`config.mk`:
```
export PLATFORM = sky130hd
export DESIGN_NAME = div_ctrl
export DESIGN_NICKNAME = d
export VERILOG_FILES = /design/src/rtl/div_ctrl.sv
export SDC_FILE = /design/constraint.sdc
export NUM_CORES = 1
export LEC_CHECK = 0
export CAP_MARGIN = 10
export CORE_ASPECT_RATIO = 0.6
export CORE_UTILIZATION = 43
export CTS_CLUSTER_DIAMETER = 50
export DETAILED_ROUTE_END_ITERATION = 7
export PLACE_DENSITY_LB_ADDON = 0.05
export SETUP_SLACK_MARGIN = 0.15
export SYNTH_ARGS = -nofsm -noshare
export SYNTH_HDL_FRONTEND = slang
export SYNTH_SLANG_ARGS = --single-unit
```
`constraint.sdc`:
```
create_clock -name clk -period 2.4 [get_ports clk]
set_input_delay 0.6 -clock clk [delete_from_list [all_inputs] [get_ports clk]]
set_output_delay 0.6 -clock clk [all_outputs]
set_load 0.01 [all_outputs]
```
`src/rtl/div_ctrl.sv`:
```
// div_ctrl: EX-stage sequencer for the multi-cycle 32-bit divider.
// Latches the operands on accept, holds them steady while the divider works,
// and produces exactly one HI/LO write per instruction that is not flushed.
// Once a division ends, it spends two drain cycles with start low so the divider
// reaches its free state before the next request is accepted.
//
//   state | meaning
//   IDLE  | no division in flight; accept a request when one arrives
//   BUSY  | divider running; wait for ready, flush or timeout
//   HOLD  | result delivered but EX is frozen; keep whilo and hi/lo steady
//   DRAIN | two cycles with start low while the divider returns to free
module div_ctrl #(
  parameter int TIMEOUT = 48,
  parameter int CNT_W   = 6
) (
  input  logic        clk,
  input  logic        rst,
  input  logic        div_req_i,
  input  logic        div_signed_i,
  input  logic [31:0] reg1_i,
  input  logic [31:0] reg2_i,
  input  logic        flush_i,
  input  logic        ex_adv_i,
  input  logic        div_ready_i,
  input  logic [63:0] div_result_i,
  output logic        div_start_o,
  output logic        div_annul_o,
  output logic        div_signed_o,
  output logic [31:0] div_opdata1_o,
  output logic [31:0] div_opdata2_o,
  output logic        stallreq_o,
  output logic        whilo_o,
  output logic [31:0] hi_o,
  output logic [31:0] lo_o,
  output logic        timeout_o
);

  typedef enum logic [1:0] {IDLE, BUSY, HOLD, DRAIN} state_t;

  localparam logic [CNT_W-1:0] CNT_LAST = CNT_W'(TIMEOUT - 1);

  state_t           state_q, state_d;
  logic [CNT_W-1:0] cnt_q, cnt_d;
  logic             drain_q, drain_d;
  logic [31:0]      op1_q, op1_d;
  logic [31:0]      op2_q, op2_d;
  logic             signed_q, signed_d;
  logic [31:0]      hi_q, hi_d;
  logic [31:0]      lo_q, lo_d;

  // Next-state and output decode; outputs are combinational from state and inputs.
  always_comb begin
    state_d       = state_q;
    cnt_d         = cnt_q;
    drain_d       = drain_q;
    op1_d         = op1_q;
    op2_d         = op2_q;
    signed_d      = signed_q;
    hi_d          = hi_q;
    lo_d          = lo_q;
    div_start_o   = 1'b0;
    div_annul_o   = 1'b0;
    div_signed_o  = 1'b0;
    div_opdata1_o = 32'd0;
    div_opdata2_o = 32'd0;
    stallreq_o    = 1'b0;
    whilo_o       = 1'b0;
    hi_o          = 32'd0;
    lo_o          = 32'd0;
    timeout_o     = 1'b0;

    case (state_q)
      IDLE: begin
        if (div_req_i && !flush_i) begin
          div_start_o   = 1'b1;
          div_signed_o  = div_signed_i;
          div_opdata1_o = reg1_i;
          div_opdata2_o = reg2_i;
          stallreq_o    = 1'b1;
          op1_d         = reg1_i;
          op2_d         = reg2_i;
          signed_d      = div_signed_i;
          cnt_d         = '0;
          state_d       = BUSY;
        end
      end

      BUSY: begin
        div_start_o   = 1'b1;
        div_signed_o  = signed_q;
        div_opdata1_o = op1_q;
        div_opdata2_o = op2_q;
        cnt_d         = cnt_q + 1'b1;
        if (flush_i) begin
          div_annul_o = 1'b1;
          div_start_o = 1'b0;
          drain_d     = 1'b0;
          state_d     = DRAIN;
        end else if (div_ready_i) begin
          whilo_o = 1'b1;
          hi_o    = div_result_i[63:32];
          lo_o    = div_result_i[31:0];
          hi_d    = div_result_i[63:32];
          lo_d    = div_result_i[31:0];
          drain_d = 1'b0;
          state_d = ex_adv_i ? DRAIN : HOLD;
        end else if (cnt_q == CNT_LAST) begin
          // Divider never answered: abort it and write zeros so the instruction still retires.
          div_annul_o = 1'b1;
          timeout_o   = 1'b1;
          whilo_o     = 1'b1;
          drain_d     = 1'b0;
          state_d     = DRAIN;
        end else begin
          stallreq_o = 1'b1;
        end
      end

      HOLD: begin
        div_signed_o  = signed_q;
        div_opdata1_o = op1_q;
        div_opdata2_o = op2_q;
        whilo_o       = 1'b1;
        hi_o          = hi_q;
        lo_o          = lo_q;
        if (ex_adv_i || flush_i) begin
          drain_d = 1'b0;
          state_d = DRAIN;
        end
      end

      DRAIN: begin
        stallreq_o = div_req_i;
        drain_d    = 1'b1;
        if (drain_q) state_d = IDLE;
      end

      default: state_d = IDLE;
    endcase

    if (rst) begin
      div_start_o   = 1'b0;
      div_annul_o   = 1'b0;
      div_signed_o  = 1'b0;
      div_opdata1_o = 32'd0;
      div_opdata2_o = 32'd0;
      stallreq_o    = 1'b0;
      whilo_o       = 1'b0;
      hi_o          = 32'd0;
      lo_o          = 32'd0;
      timeout_o     = 1'b0;
    end
  end

  // State, counters and latched operand/result registers with synchronous reset.
  always_ff @(posedge clk) begin
    if (rst) begin
      state_q  <= IDLE;
      cnt_q    <= '0;
      drain_q  <= 1'b0;
      op1_q    <= 32'd0;
      op2_q    <= 32'd0;
      signed_q <= 1'b0;
      hi_q     <= 32'd0;
      lo_q     <= 32'd0;
    end else begin
      state_q  <= state_d;
      cnt_q    <= cnt_d;
      drain_q  <= drain_d;
      op1_q    <= op1_d;
      op2_q    <= op2_d;
      signed_q <= signed_d;
      hi_q     <= hi_d;
      lo_q     <= lo_d;
    end
  end

endmodule
```
### Layout detail, run 1

Region (65, 14) to (95, 44) µm. Cells in gray, sequential cells in the stronger gray; small squares are vias.
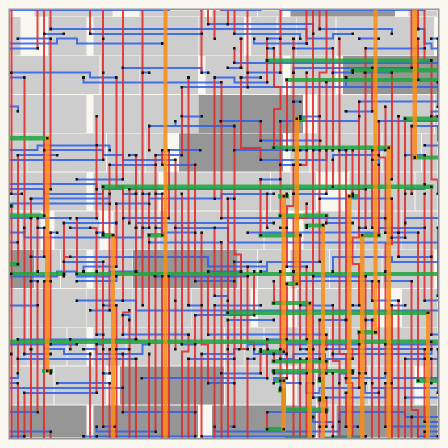
legend:
  metal 3:
    color: green
  metal 1:
    color: blue
  metal 2:
    color: red
  metal 4:
    color: orange
netlist names of flops here include: op1_q (5), op2_q (3)
cells with their middle in the window: 89
sequential cells in the window: 9
most frequent: nand2_1 (18), buf_4 (14), dfxtp_1 (9)

### Met4 routing, run 1

Scale: 4 px per µm. Supply wires on this layer in gray.
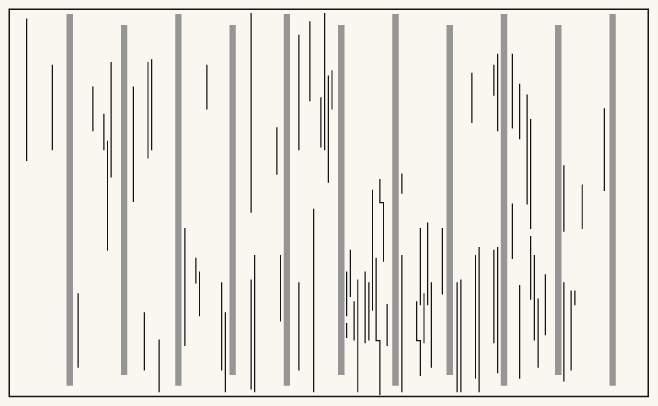
share of all routed wire: 4.6%
wire length on this layer: 1530 µm
nets with wire on the layer: 71

### Signal metal coverage by tile, run 1

Scale: 3 px per µm. The die is cut into 32 by 19 equal tiles; white is low, dark blue is high, scaled to the fullest tile. Values are wire area over tile area, all layers added.
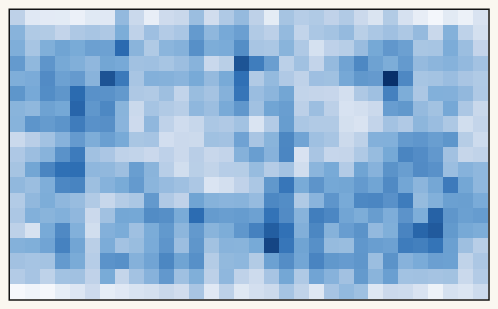
fullest tile: 0.87
mean over tiles: 0.37
tiles over half the peak: 32%
All-Layer GR Usage: 0.339
WL/cell: 20.4 µm
WL final: 33500 µm
routed via count: 9296

==> run 1: per-stage QoR <==
step,setup TNS (ns),cells,total power [mW],utilization,hold slack [ns]
floorplan,0,929,4.15,-,0.436
global placement,-80.25,1495,5.72,0.719,0.442
detailed placement,-81.16,1495,5.75,0.719,0.446
CTS,-13.81,1599,9.57,0.846,0.454
global route,-29.19,1642,10.7,0.914,0.471
finish,-19.87,1643,10.4,0.914,0.456
==> run 1: synthesized netlist by cell type, types with 2 or more instances <==
cell        n  share of area
nand3_1     2         0.0016
a21oi_1   266           0.21
inv_1       6         0.0035
nor2_1      6         0.0035
dfxtp_1   138           0.43
a41o_1      2         0.0031
buf_2      21          0.016
o21ai_0     5         0.0039
buf_1       3         0.0018
nand2b_1    4         0.0039
mux2i_1     2         0.0031
a211oi_1    3         0.0035
nand2_1   392           0.23
clkbuf_1   36          0.021
ha_1        7          0.014
buf_4       7         0.0082
buf_6       5         0.0088
==> run 1: logic make-up after synthesis <==
logic type	Yosys count
buffers and inverters	79
flip-flops	138
XOR/XNOR	1
multiplexers	2
AND/OR/NAND/NOR	416
adder cells (fa/ha/maj)	7
AND-OR/OR-AND	286
==> run 1: area by class of cell <==
cell class / count / area share
Antenna cell: 2 / 0.000377
Clock buffer: 19 / 0.0334
Clock inverter: 13 / 0.0145
Inverter: 7 / 0.00236
Multi-Input combinational cell: 712 / 0.342
Sequential cell: 138 / 0.209
Tap cell: 198 / 0.0187
Timing Repair Buffer: 554 / 0.380
==> run 1: critical path, delay by kind of cell, from the launching register on <==
family / cells / cell delay, ns
compound gates: 1 / 0.16
simple gates: 2 / 0.28
buf+inv: 6 / 0.75
flops: 1 / 0.34
fa+ha+maj: 1 / 0.13
==> run 1: timing repair <==
| item | 4_1_cts | 5_1_grt |
|---|---|---|
| setup buffers | 53 | 37 |
| pin swaps | 69 | 91 |
| resized | 799 | 149 |
| gates cloned | 19 | 5 |
| endpoints found under the setup margin | 134 | 134 |
==> run 1: sequential cells by signal (all words and copies together), names as in the netlist <==
register	cells
lo_q	32
cnt_q	6
state_q	2
drain_q	1
signed_q	1
op2_q	32
hi_q	32
op1_q	32
==> run 1: routing by layer <==
layer  vias to the layer above  track usage  wire length (µm)
met4                         0        0.120              1530
li1                       4079            -                 -
met3                       153       0.0935              3060
met5                         -            0                 0
met1                      4447        0.419             12700
met2                       617        0.575             16100
==> run 1: power breakdown <==
group,leakage [nW],internal (mW),switching [mW]
Combinational,4.37,2.27,2.57
Clock,0.304,1.78,1.12
Sequential,1.12,2.51,0.146
Total,5.80,6.57,3.84
==> run 1: worst paths after layout <==
kind                                     endpoint       start  slack (ns)  depth (start not counted)
worst max-delay path            div_opdata1_o[24]  state_q[1]       -0.28                         10
worst max register to register          op1_q[19]  state_q[1]        0.27                          8
worst min register to register           op1_q[5]    op1_q[5]        0.46                          2
worst min-delay path                     op1_q[5]    op1_q[5]        0.46                          2
==> run 1: cells in the final DEF (no fill, tap or decap), types with 18 or more instances in the layout <==
master	n
dfxtp_1	134
clkdlybuf4s50_1	130
a21oi_1	157
buf_6	29
buf_12	21
buf_4	221
nand2_4	96
nand2_2	18
buf_2	123
a21oi_2	106
buf_16	18
nand2_1	279
clkbuf_16	21
==> run_results.csv, run 1 <==
group,metric,value,unit
run_status,outcome,"complete, but fails checks",
run_status,violations,"negative setup slack",
synth,ys_cells,929,
synth,synthArstFlopShare,0,
floorplan,placement_rows,34,
placement,buffer_ports.inserted,268,
synth,post_synth_and_or_nand_nor_area_fraction,0.254,
synth,synth-xor-area-share,0.00137,
critical_path,worst-endpoint-required,1.80,ns
critical_path,worst_setup_path_start_kind,"register",
placement,place_area,10400,µm²
placement,detailed_place_hpwl,13700,µm
critical_path,worst-setup-path-type,"register to output pin",
cts,clock_tree.buffer_depth,2,
critical_path,cp_slowest_stage_delay,0.34,ns
placement,gp_congestion,0.809,
cells_and_area,post_route_cells_drive_above_1_share,0.484,
critical_path,critPathMaxFanout,8,
final_timing,number_of_setup_violations_in_the_final_report,131,
final_timing,setup_slack,-0.284,ns
synth,ys_seq_elements,138,
synth,yosys_warnings,0,
placement,post-place-ws,-0.670,ns
critical_path,crit_chain,"inv_4 > ha_4 > and3b_2 > buf_6 > buf_6 > buf_16 > buf_6 > nand2_4 > a21oi_2 > buf_2",
synth,netlist_logic_family_top,"simple AND/OR/NAND/NOR gates",
synth,synth.distinct_cells,41,
global_routing,grt_remaining_overflow,0,
final_timing,tightestPinTransition,0.746,ns
synth,area_of_the_mapped_netlist,6390,µm²
cts,clk_transition_reported_paths,0.06,ns
cells_and_area,multiInputGateArea,4530,µm²
synth,muxShareOfSynthArea,0.00313,
route,viasPerCell,5.66,
power,power-per-cell-area,785,nW/µm²
floorplan,io-pin-count,269,
critical_path,cpMostUsedCell,"buf_6",
cts,insertion_delay_to_the_later_sink_of_the_worst_skew_pair,0.42,ns
synth,mappedNetlistNets,1071,
synth,yosys_most_used_dff,"dfxtp_1",
critical_path,critPathSlowestCell,"dfxtp_2",
synth,synth_cells,929,
cells_and_area,fillers,578,
power,ir_drop,0.607,mV
cells_and_area,final_design_area_no_fill,13300,µm²
power,power_leakage,5.80,nW
synth,compound_area_frac,0.235,
route,drt_pass1_iterations,6,
global_routing,grt_max_degree,66,
final_timing,clock.fmax,373,MHz
cts,cts_htree_levels,4,
critical_path,critPathCaptureType,"output pin",
floorplan,design.die.area,15400,µm²
final_timing,final.period_utilization,1.12,
floorplan,core_area,14500,µm²
cells_and_area,register_area,2770,µm²
route,initialDrtViolationCount,921,
global_routing,first_pass_grt_wire_length,41300,µm
route,drt_drc_violations_left,0,
worst_hold_path,worst_hold_path_type,"register to register",
final_timing,grt_setup_unrepaired,"yes",
synth,synth.cellmix.adderShare,0.0137,
synth,synthesis.area_per_instance,6.88,µm²
synth,synth.yosys.seq_area_share,0.432,
final_timing,max-slew-margin-rel,0.502,
cts,cts_made_buffers,17,
global_routing,number_of_antenna_violations_at_the_first_check_in_global_routing,1,
### Selected gate families, run 1

Scale: 4 px per µm.
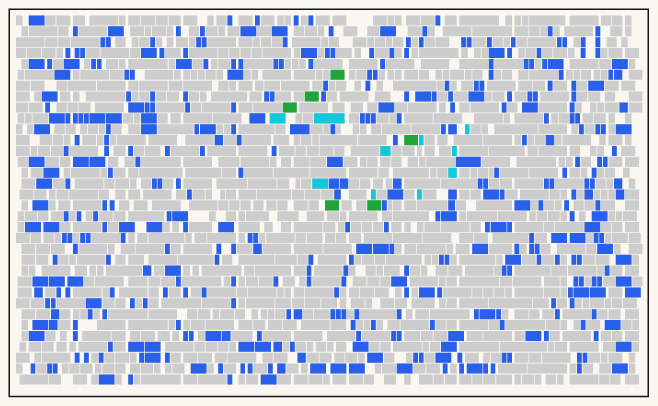

## Run 2: what changed since run 1
CTS_CLUSTER_DIAMETER = 30   (was 50)
clock period = 2.73 ns   (was 2.4 ns; I/O delays follow)
### Selected gate families, run 2

Scale: 4 px per µm.
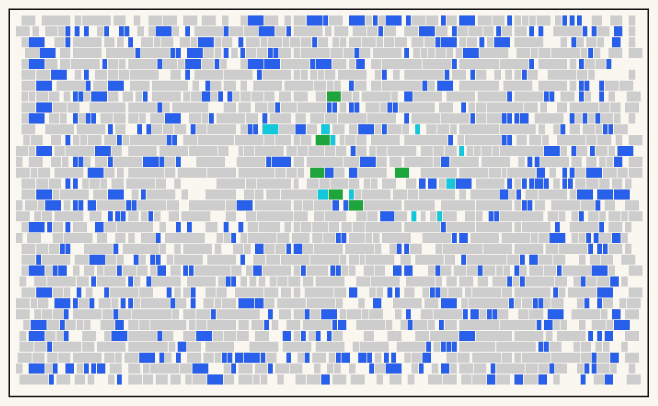
legend:
  AND-OR and OR-AND gates:
    color: green
    cells: 6
    where: middle
  NAND gates:
    color: blue
    cells: 401
    where: all over the die
  NOR gates:
    color: cyan
    cells: 10
    where: middle
most frequent logic cell in the layout: nand2_1
share of cell area taken by multi-input logic gates: 0.346
Post-Layout Cell Count: 1596

==> run_results.csv, run 2 <==
group,metric,value,unit
run_status,outcome,"finished clean",
synth,synthTopCellsByCount,"nand2_1 (392), a21oi_1 (266), dfxtp_1 (138)",
synth,yosys_most_used_dff,"dfxtp_1",
global_routing,number_of_antenna_violations_at_the_first_check_in_global_routing,0,
cells_and_area,post_route_cells_drive_above_1_share,0.464,
final_timing,grt_setup_unrepaired,"yes",
synth,synthArstFlopShare,0,
synth,most_common_cell,"nand2_1",
final_timing,clock.fmax,371,MHz
power,total_power,8.64,mW
route,drt_drc_violations_left,0,
critical_path,critPathCaptureType,"output pin",
synth,ys_cells,929,
critical_path,worst-setup-path-type,"register to output pin",
synth,yosys_warnings,0,
critical_path,critPathSlowestCell,"dfxtp_4",
cts,clock_tree.buffer_depth,2,
synth,ys_seq_elements,138,
synth,area_of_the_mapped_netlist,6390,µm²
global_routing,grt_remaining_overflow,0,
cts,cts_htree_levels,4,
route,viasPerCell,5.27,
global_routing,first_pass_grt_wire_length,37900,µm
floorplan,design.die.area,15400,µm²
critical_path,cp_slowest_stage_delay,0.37,ns
critical_path,crit_chain,"inv_4 > ha_4 > and3b_2 > buf_6 > buf_6 > buf_12 > buf_16 > nand2_4 > a21oi_2 > buf_2",
synth,synth.distinct_cells,41,
synth,mappedNetlistNets,1071,
route,drt_pass1_iterations,5,
cts,insertion_delay_to_the_later_sink_of_the_worst_skew_pair,0.42,ns
placement,detailed_place_hpwl,13500,µm
critical_path,worst-endpoint-required,2.05,ns
synth,synthTopCellsByArea,"dfxtp_1 (43%), nand2_1 (23%), a21oi_1 (21%)",
route,route.vias.total,8404,
critical_path,crit_family,"buffers and inverters",
global_routing,grt_max_degree,92,
synth,synth.yosys.seq_area_share,0.432,
critical_path,worstPathBufferInverterCount,6,
final_timing,final.period_utilization,0.988,
final_timing,max-slew-margin-rel,0.343,
synth,yosys.area.top_type,"dfxtp_1",
synth,synth_cells,929,
cells_and_area,layout_top_cells,"nand2_1 (276), buf_4 (196), a21oi_1 (163)",
route,initialDrtViolationCount,643,
power,power-per-cell-area,689,nW/µm²
final_timing,finalSetupTns,0,ns
cts,clk_transition_reported_paths,0.06,ns
power,ir_drop,0.541,mV
worst_hold_path,worst_hold_path_type,"register to register",
floorplan,io-pin-count,269,
[run 2: cell counts after synthesis]
Identical to the previous run, type by type.
[run 2: power breakdown]
group / internal (mW) / switching, mW
Combinational: 1.75 / 2.07
Clock: 1.56 / 0.936
Sequential: 2.21 / 0.114
Total: 5.52 / 3.12
[run 2: repair_timing]
action                                  in CTS  in global routing
pin swaps                                   40                 94
buffers inserted                            28                 28
endpoints found under the hold margin        0                  0
endpoints found under the setup margin     134                128
gates resized                              673                195
gates cloned                                14                 10
[run 2: cell type report]
type,instances,area [µm²]
clock buffer,19,443
clock inverter,13,189
fill,784,1970
inverter,7,31.3
multi-input combinational,712,4340
sequential,138,2770
tap,198,248
timing repair buffer,509,4520
[run 2: routing by layer]
layer | global-route usage | wire, µm
met3 | 0.0764 | 2160
met1 | 0.402 | 12100
met2 | 0.524 | 13200
met4 | 0.0713 | 487
met5 | 0 | 0
[run 2: worst reg2reg max path, delay by kind of cell (launching register included)]
kind | cells | cell delay, ns
fa+ha+maj | 1 | 0.14
simple gates | 2 | 0.20
compound gates | 2 | 0.43
flops | 1 | 0.39
buf+inv | 5 | 1.13
[run 2: stage by stage]
| stage | utilization | hold WS, ns | area, µm² |
|---|---|---|---|
| after floorplan | - | 0.436 | 6390 |
| after global placement | 0.712 | 0.442 | 10300 |
| after detailed placement | 0.712 | 0.446 | 10300 |
| after CTS | 0.794 | 0.455 | 11500 |
| after global routing | 0.864 | 0.474 | 12500 |
| final | 0.864 | 0.456 | 12500 |
[run 2: worst paths after layout]
kind | from | endpoint | slack (ns) | cells past startpoint
setup / recovery | state_q[0] | div_opdata2_o[5] | 0.03 | 10
hold reg to reg | hi_q[4] | hi_q[4] | 0.46 | 2
setup reg to reg | state_q[0] | cnt_q[5] | 0.38 | 10
hold / removal | hi_q[4] | hi_q[4] | 0.46 | 2
[run 2: logic make-up (layout without fill, tap and decap cells)]
kind of cell | Yosys count | after routing | share of synthesized area
AND/OR/NAND/NOR | 416 | 416 | 0.254
AND-OR/OR-AND | 286 | 286 | 0.235
flip-flops | 138 | 138 | 0.432
buffers and inverters | 79 | 548 | 0.0605
adder cells (fa/ha/maj) | 7 | 7 | 0.0137
multiplexers | 2 | 2 | 0.00313
XOR/XNOR | 1 | 1 | 0.00137
## Run 3: what changed since run 2
GPL_ROUTABILITY_DRIVEN = 0   (was unset)
### Layout detail, run 3

Region (65, 14) to (95, 44) µm. Cells in gray, sequential cells in the stronger gray; small squares are vias.
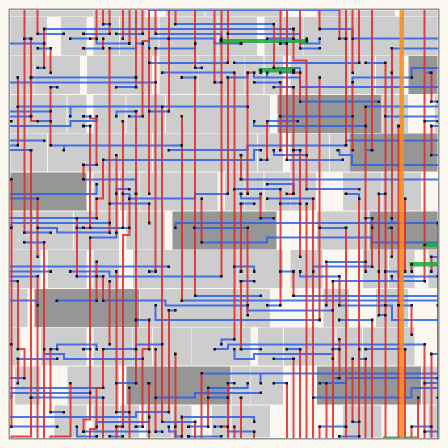
legend:
  metal 1:
    color: blue
  metal 4:
    color: orange
  metal 2:
    color: red
  metal 3:
    color: green
most frequent: buf_4 (16), nand2_1 (13)
sequential cells in the window: 8
netlist names of flops here include: op1_q (4), op2_q (2)
cells with their middle in the window: 87

==> run_results.csv, run 3 <==
group,metric,value,unit
final_timing,final.period_utilization,0.988,
worst_hold_path,worst_hold_path_type,"register to register",
synth,most_common_cell,"nand2_1",
synth,ys_area,6390,µm²
synth,synth.yosys.seq_area_share,0.432,
cts,clk_transition_reported_paths,0.06,ns
cells_and_area,final_design_area_no_fill,12500,µm²
global_routing,grt.met1_usage,0.402,
final_timing,clock.fmax,371,MHz
critical_path,crit_chain,"inv_4 > ha_4 > and3b_2 > buf_6 > buf_6 > buf_12 > buf_16 > nand2_4 > a21oi_2 > buf_2",
global_routing,grtUsageMet2,0.524,
synth,synthTopCellsByArea,"dfxtp_1 (43%), nand2_1 (23%), a21oi_1 (21%)",
power,ir_drop,0.541,mV
synth,ys_cells,929,
route,route.vias.total,8404,
synth,synth.distinct_cells,41,
route,drt_pass1_iterations,5,
power,power_leakage,5.33,nW
synth,area_of_the_mapped_netlist,6390,µm²
synth,synthesis.area_per_instance,6.88,µm²
cells_and_area,layout_top_cells,"nand2_1 (276), buf_4 (196), a21oi_1 (163)",
job,max-cap-violations,0,
cts,clock_tree.buffer_depth,2,
synth,synth_cells,929,
synth,yosys_most_used_dff,"dfxtp_1",
run_status,outcome,"finished clean",
synth,synthArstFlopShare,0,
critical_path,worstPathBufferInverterCount,6,
global_routing,grt_max_degree,92,
final_timing,tightestPinTransition,0.985,ns
cells_and_area,most_frequent_logic_cell_in_the_layout,"nand2_1",
synth,ys_seq_elements,138,
final_timing,max-slew-margin-rel,0.343,
final_timing,grt_setup_unrepaired,"yes",
critical_path,worst-setup-path-type,"register to output pin",
global_routing,first_pass_grt_wire_length,37900,µm
critical_path,critPathSlowestCell,"dfxtp_4",
placement,place_area,10300,µm²
placement,detailed_place_hpwl,13500,µm
critical_path,cp_slowest_stage_delay,0.37,ns
global_routing,groute.usage.overall,0.309,
route,initialDrtViolationCount,643,
cells_and_area,syn_to_final_growth,96.1,%
critical_path,critPathCaptureType,"output pin",
cts,insertion_delay_to_the_later_sink_of_the_worst_skew_pair,0.42,ns
critical_path,crit_family,"buffers and inverters",
power,power-per-cell-area,689,nW/µm²
floorplan,io-pin-count,269,
global_routing,number_of_antenna_violations_at_the_first_check_in_global_routing,0,
route,postRouteWirelength,27900,µm
critical_path,worst-endpoint-required,2.05,ns
final_timing,finalSetupTns,0,ns
global_routing,grt-busiest-layer,"met2",
synth,yosys.area.top_type,"dfxtp_1",
cts,cts_htree_levels,4,
final_timing,number_of_setup_violations_in_the_final_report,0,
final_timing,setup_slack,0.0337,ns
floorplan,placement_rows,34,
power,total_power,8.64,mW
cells_and_area,post_route_cells_drive_above_1_share,0.464,
final_timing,clock_skew,0.0117,ns
synth,yosys_warnings,0,
cells_and_area,layout_nets,1527,
route,viasPerCell,5.27,
critical_path,cpMostUsedCell,"buf_6",
synth,flip_flops_with_a_built_in_enable,0,
floorplan,fp.dieH,96.4,µm
floorplan,core_area,14500,µm²
global_routing,use_met3,0.0764,
final_timing,final.min_clock_period,2.70,ns
cts,clock_tree_from_tritoncts,"done",
synth,synthTopCellsByCount,"nand2_1 (392), a21oi_1 (266), dfxtp_1 (138)",
global_routing,grt_remaining_overflow,0,
synth,mappedNetlistNets,1071,
floorplan,design.die.area,15400,µm²
route,drt_drc_violations_left,0,
[run 3: cell counts in the layout (fill, tap and decap cells not counted)]
No cell type changed its count.
[run 3: area by class of cell]
type                            instances  area [µm²]
Clock inverter                         13         189
Multi-Input combinational cell        712        4340
Sequential cell                       138        2770
Tap cell                              198         248
Timing Repair Buffer                  509        4520
Inverter                                7        31.3
Clock buffer                           19         443
Fill cell                             784        1970
[run 3: cell families (layout without fill, tap and decap cells)]
| logic type | count (synthesis) | after routing | share of synthesized area |
|---|---|---|---|
| AOI/OAI and AO/OA | 286 | 286 | 0.235 |
| xor gates and xnor gates | 1 | 1 | 0.00137 |
| adders and majority gates | 7 | 7 | 0.0137 |
| buffers and inverters | 79 | 548 | 0.0605 |
| DFF | 138 | 138 | 0.432 |
| muxes | 2 | 2 | 0.00313 |
| and+or+nand+nor | 416 | 416 | 0.254 |
[run 3: stage by stage]
step,instances,utilization,hold WS (ns)
floorplan,929,-,0.436
detailed placement,1484,0.712,0.446
global placement,1484,0.712,0.442
global route,1596,0.864,0.474
CTS,1558,0.794,0.455
finish,1596,0.864,0.456
[run 3: report_power, final]
group          internal (mW)  switching [mW]  total, mW
sequential              2.21           0.114       2.32
combinational           1.75            2.07       3.82
clock                   1.56           0.936       2.50
[run 3: worst register-to-register path, cell delays in order (launching register included)]
cell,delay (ns)
dfxtp_4,0.39
inv_4,0.05
ha_4,0.14
buf_4,0.12
buf_4,0.17
nand3b_1,0.11
buf_4,0.59
o21ai_0,0.26
buf_4,0.20
nor2_1,0.09
a41o_1,0.17
[run 3: path summary, 6_finish.rpt]
| kind | to | slack (ns) | cells after the start | from |
|---|---|---|---|---|
| hold / removal | hi_q[4] | 0.46 | 2 | hi_q[4] |
| setup reg to reg | cnt_q[5] | 0.38 | 10 | state_q[0] |
| setup / recovery | div_opdata2_o[5] | 0.03 | 10 | state_q[0] |
| hold reg to reg | hi_q[4] | 0.46 | 2 | hi_q[4] |
[run 3: routing by layer]
| metal | wire (µm) | up-vias |
|---|---|---|
| met1 | 12100 | 3977 |
| met2 | 13200 | 389 |
| met4 | 487 | 0 |
| met5 | 0 | - |
| met3 | 2160 | 51 |
| li1 | - | 3987 |
[run 3: what timing repair did]
action / CTS / global route
gates cloned: 14 / 10
gates resized: 673 / 195
pin swaps: 40 / 94
setup endpoints to repair: 134 / 128
buffers inserted: 28 / 28
Power and IR drop assume default switching activity.
